### The metal 3 layer

Scale: 2 px per micron.
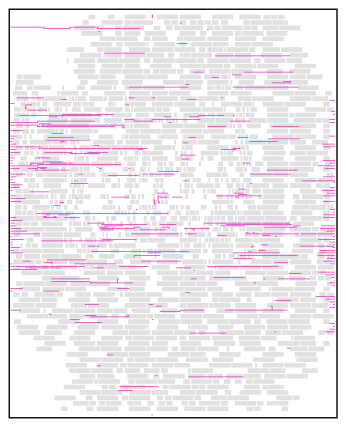
### The clock network

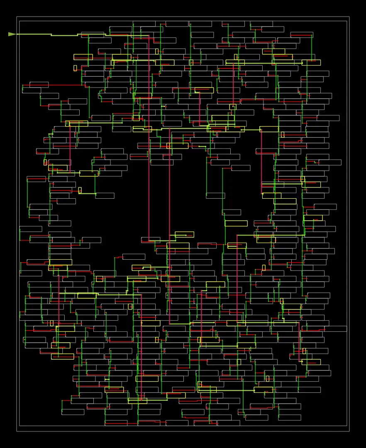
<file path="config.mk">
export PLATFORM = sky130hd
export DESIGN_NAME = inst_fetcher
export DESIGN_NICKNAME = d
export VERILOG_FILES = /design/src/rtl/inst_fetcher.sv
export SDC_FILE = /design/constraint.sdc
export NUM_CORES = 1
export LEC_CHECK = 0
export CORE_ASPECT_RATIO = 1.25
export CORE_UTILIZATION = 56
export DETAILED_ROUTE_END_ITERATION = 16
export PLACE_DENSITY = 0.82
export SETUP_SLACK_MARGIN = 0.3
export SLEW_MARGIN = 20
export SYNTH_ARGS = -nofsm -noshare
export SYNTH_HDL_FRONTEND = slang
export SYNTH_SLANG_ARGS = --single-unit
</file>
<file path="constraint.sdc">
create_clock -name clk -period 4.7 [get_ports clk]
set_clock_uncertainty 0.1 [all_clocks]
set_input_delay 0.94 -clock clk [delete_from_list [all_inputs] [get_ports clk]]
set_output_delay 0.94 -clock clk [all_outputs]
set_load 0.01 [all_outputs]
</file>
<file path="src/rtl/inst_fetcher.sv">
`default_nettype none
// ============================================================================
//  Module      : inst_fetcher
//  Description : Instruction fetch stage. Issues one PC at a time to the
//                ICache, predicts JAL targets, and buffers fetched words in a
//                small circular instruction queue for the decoder.
//  Revision    : 1.0 - initial release
// ============================================================================
module inst_fetcher #(
    parameter logic [31:0] RESET_PC    = 32'h0,
    parameter int          QUEUE_DEPTH = 4
) (
    input  logic        clk,
    input  logic        rst,
    input  logic        rdy,
    output logic        if_valid,
    output logic [31:0] pc_to_icache,
    input  logic        inst_enable,
    input  logic [31:0] inst_from_icache,
    input  logic        rollback,
    input  logic [31:0] rollback_pc,
    input  logic        dec_ready,
    output logic        inst_valid,
    output logic [31:0] inst_out,
    output logic [31:0] inst_pc,
    output logic        inst_pred_jump,
    output logic [31:0] inst_pred_pc
);

    localparam int c_PTR_W = $clog2(QUEUE_DEPTH);
    localparam int c_CNT_W = c_PTR_W + 1;

    localparam logic [c_PTR_W-1:0] c_PTR_ONE = c_PTR_W'(1);
    localparam logic [c_CNT_W-1:0] c_CNT_ONE = c_CNT_W'(1);
    localparam logic [c_CNT_W-1:0] c_DEPTH   = c_CNT_W'(QUEUE_DEPTH);

    localparam logic [6:0] c_OP_JAL = 7'b1101111;

    // SKIP: the ICache response in flight belongs to the previous PC.
    localparam logic [0:0] c_S_SKIP  = 1'b0;
    localparam logic [0:0] c_S_FETCH = 1'b1;

    logic [0:0]         r_state;
    logic [0:0]         w_state_nxt;
    logic [31:0]        r_pc;
    logic [c_PTR_W-1:0] r_head;
    logic [c_PTR_W-1:0] r_tail;
    logic [c_CNT_W-1:0] r_count;

    logic [31:0] r_q_inst  [QUEUE_DEPTH];
    logic [31:0] r_q_pc    [QUEUE_DEPTH];
    logic        r_q_jump  [QUEUE_DEPTH];
    logic [31:0] r_q_ppc   [QUEUE_DEPTH];

    logic        w_is_jal;
    logic [31:0] w_jal_off;
    logic [31:0] w_pred_pc;
    logic        w_accept;
    logic        w_dequeue;
    logic        w_not_full;

    // Static prediction: only JAL is predicted taken, everything else falls through.
    assign w_is_jal  = (inst_from_icache[6:0] == c_OP_JAL);
    assign w_jal_off = {{11{inst_from_icache[31]}}, inst_from_icache[31],
                        inst_from_icache[19:12], inst_from_icache[20],
                        inst_from_icache[30:21], 1'b0};
    assign w_pred_pc = w_is_jal ? (r_pc + w_jal_off) : (r_pc + 32'd4);

    // Fullness uses the count as it stood before any same-cycle dequeue.
    assign w_not_full = (r_count != c_DEPTH);
    assign w_accept   = rdy && !rollback && (r_state == c_S_FETCH)
                        && inst_enable && w_not_full;
    assign w_dequeue  = rdy && !rollback && inst_valid && dec_ready;

    // FSM state register.
    always_ff @(posedge clk or posedge rst) begin
        if (rst) begin
            r_state <= c_S_SKIP;
        end else begin
            r_state <= w_state_nxt;
        end
    end

    // Next state: every PC change costs exactly one SKIP cycle.
    always_comb begin
        w_state_nxt = r_state;
        if (rdy) begin
            if (rollback) begin
                w_state_nxt = c_S_SKIP;
            end else if (r_state == c_S_SKIP) begin
                w_state_nxt = c_S_FETCH;
            end else if (w_accept) begin
                w_state_nxt = c_S_SKIP;
            end
        end
    end

    // FSM outputs: the request is decoded straight from the state flop.
    always_comb begin
        if_valid = (r_state == c_S_FETCH);
    end

    // Fetch PC: redirect wins over the sequential/predicted next PC.
    always_ff @(posedge clk or posedge rst) begin
        if (rst) begin
            r_pc <= RESET_PC;
        end else if (rdy) begin
            if (rollback) begin
                r_pc <= rollback_pc;
            end else if (w_accept) begin
                r_pc <= w_pred_pc;
            end
        end
    end

    // Queue pointers and occupancy; a flush drops everything in flight.
    always_ff @(posedge clk or posedge rst) begin
        if (rst) begin
            r_head  <= '0;
            r_tail  <= '0;
            r_count <= '0;
        end else if (rdy) begin
            if (rollback) begin
                r_head  <= '0;
                r_tail  <= '0;
                r_count <= '0;
            end else begin
                if (w_accept) begin
                    r_tail <= r_tail + c_PTR_ONE;
                end
                if (w_dequeue) begin
                    r_head <= r_head + c_PTR_ONE;
                end
                case ({w_accept, w_dequeue})
                    2'b10:   r_count <= r_count + c_CNT_ONE;
                    2'b01:   r_count <= r_count - c_CNT_ONE;
                    default: r_count <= r_count;
                endcase
            end
        end
    end

    // Queue storage: written at the tail on accept; contents need no reset.
    always_ff @(posedge clk) begin
        if (w_accept) begin
            r_q_inst[r_tail] <= inst_from_icache;
            r_q_pc[r_tail]   <= r_pc;
            r_q_jump[r_tail] <= w_is_jal;
            r_q_ppc[r_tail]  <= w_pred_pc;
        end
    end

    assign pc_to_icache   = r_pc;
    assign inst_valid     = (r_count != '0);
    assign inst_out       = r_q_inst[r_head];
    assign inst_pc        = r_q_pc[r_head];
    assign inst_pred_jump = r_q_jump[r_head];
    assign inst_pred_pc   = r_q_ppc[r_head];

endmodule
`default_nettype wire

</file>
==> metrics.cfg <==
[clock_tree]
worstSkewPairLatency_ns=0.55
cts_hold_buffers=0
post_cts_buffers=0
cts_resized=0
htreeDepth=2
cts_tree=yes
clkTransAtPathRegs_ns=0.06
cts_max_path_buffers=3
cts_root_buffer=clkbuf_16

[pwr]
ir_worst_vdd_v=0.000397
switching_share_pct=28.4
comb-power_mw=3.38
combPwrFrac_pct=29.3
p_sw_mw=3.28
p_clk_share_pct=29.2
pg_clk_mw=3.37
powerSeq_mw=4.78
p_int_mw=8.27
p_leak_nw=7.60
seq_power_share_pct=41.5
largestPowerGroup=sequential cells
power.total_mw=11.5
power_density_nw_per_um2=517

[setup_path]
crit_required_ns=4.94
path_buffers=2
cp_cell_sequence=clkdlybuf4s50_1 -> ha_1 -> inv_1 -> fa_1 -> nor2b_1 -> o21a_1 -> a311o_2 -> a31oi_4 -> a211oi_4 -> o211a_1 -> o21ai_2 -> a211o_1 -> nand2_1 -> xor2_1
end_kind=register
critPathTopFamily=AND-OR/OR-AND gates
slowest_stage=clkdlybuf4s50_1
worstSetupPathType=in2reg
arrival_ns=4.19
rrSetupSlack_ns=1.17
crit_fanout=5
cp-start-kind=primary input
r2r-end=r_q_ppc[1][31]
timing.rr.start=pc_to_icache[1]
max_stage_delay_ns=0.55
rr_worst_depth=13

[final_layout]
signal_buffers=235
sh_comb_area_pct=24.3
area_growth_pct=22.8
clock_buffers=49
logic_area_sq_um=5430
buf_share_pct=10.8
fin_util_pct=70.0
design_area_sq_um=22300
antenna_cells=0
comb_cells=593
drive_gt1_share_pct=15.9
regArea_sq_um=12500
dominant_cells=registers
sh_seq_area_pct=56.2
clk_share_pct=6.18
reg_top3=r_q_inst (128), r_q_ppc (128), r_q_pc (124)
nNetsFinal=1416
final_cell_mix=384 x edfxtp_1, 200 x clkdlybuf4s50_1, 96 x mux4_2, 80 x nand2_1, 54 x a21oi_1
nFillCells=1981
nNonClkInverters=15
mostFrequentLayoutCell=edfxtp_1
stdcell_count=1752

[grt]
met2_usage_pct=47.7
grt_util_met3_pct=4.13
gr-total-overflow=0
grt_pass1_wl_microns=65700
grt-busiest-layer=met2
grt_start_max_net_pins=50
grt_antenna_before_repair=0
grt_pass1_vias=10949
grt.total_usage_pct=27.0
grtUsageMet1_pct=33.9

[sta]
slew_headroom_pct=38.3
hold_viol_final=0
maxSlewViolCount=0
period_used_pct=84.0
rsz0062_at_grt=no
timing.hold.ws_ns=0.442
period_needed_ns=3.95
fin_ws_ns=0.753
tns_ns=0
fmax_ghz=0.253
worstMarginPinSlew_ns=0.916
setup_viol=0

[detailed_routing]
drc=0
m1WireLength_microns=16300
ant_nets=0
wl_met3_microns=2590
via_count=10820
route.met2.wl_microns=23300
drt_iter0_drc=847
avgRoutedWirePerCell_microns=24.7
finalWirelength_microns=43300
drtPass1Iterations=5
highest_layer=met4
via_per_inst=6.18

[synthesis]
ys_area_sq_um=18200
synth_cell_type_count=60
syn_inst=1076
ys_cells=1076
ys_sh_simple_pct=5.64
topCellsByArea=edfxtp_1 63%, mux4_2 12%, dfrtp_1 5.5%
avgSynthCellArea_sq_um=16.9
yosysMostFrequentCell=edfxtp_1
ys_seq_share_pct=68.9
aoi_share_pct=5.83
top_cell_area_share_pct=63.4
synth-edff-count=384
synth_nets=1183
synthArstFlopShare_pct=9.43
ys_sh_mux_pct=13.3
top_logic_kind=multiplexers
synthAdderAreaFrac_pct=2.63
yosys.area.top_type=edfxtp_1
netlist_area_sq_um=18200
synth_top_flop_cell=edfxtp_1
synthXorXnorAreaFrac_pct=2.41
yosys-top-cells-count=384 x edfxtp_1, 96 x mux4_2, 80 x nand2_1
yosysWarnings=0

[floorplanning]
die_h_microns=203
core_sq_um=31900
taps=412
chipWidth_microns=163
initial_core_util_pct=57.0

[placed_design]
port_buffers=200
placed_cells=1679
place_ws_ns=0.279
hpwl_microns=28500
gp_congestion=0.901
placed_cell_area_sq_um=20900

[outcome]
status=finished, final reports clean

[flow_run]
cap_violations=0
warnings=29

[worst_hold_path]
hold-path-cell-count=2
min_path_type=reg2reg
hold_end=if_valid
hold_start=if_valid

Notes on 'The metal 3 layer' above:
- nets with wire on the layer: 218
- longest straight run: 65.3 microns
- wire length on this layer: 2590 microns
- share of all routed wire: 6.0%
- main direction: horizontal

Notes on 'The clock network' above:
Num CTS Buffers: 40
seq_cells: 424
number of clock sinks: 424

[kinds of logic (layout without fill, tap and decap cells)]
group,after synthesis,after routing
buf+inv,59,323
compound gates,168,168
fa+ha+maj,37,37
simple gates,217,217
mux,121,121
xor+xnor,50,50
flops,424,424
[worst max-delay path by stage]
stage | startpoint | end | slack (ns) | cells after the start
finish | inst_from_icache[21] | r_q_ppc[1][31] | 0.75 | 14
global route | inst_from_icache[21] | r_q_ppc[1][31] | 0.58 | 14
CTS | r_head[0] | inst_pc[13] | 0.74 | 3
detailed placement | inst_from_icache[21] | r_q_ppc[1][31] | 0.28 | 14
global placement | inst_from_icache[21] | r_q_ppc[2][31] | 0.32 | 14
floorplan | inst_from_icache[21] | r_q_ppc[0][27] | 1.15 | 13
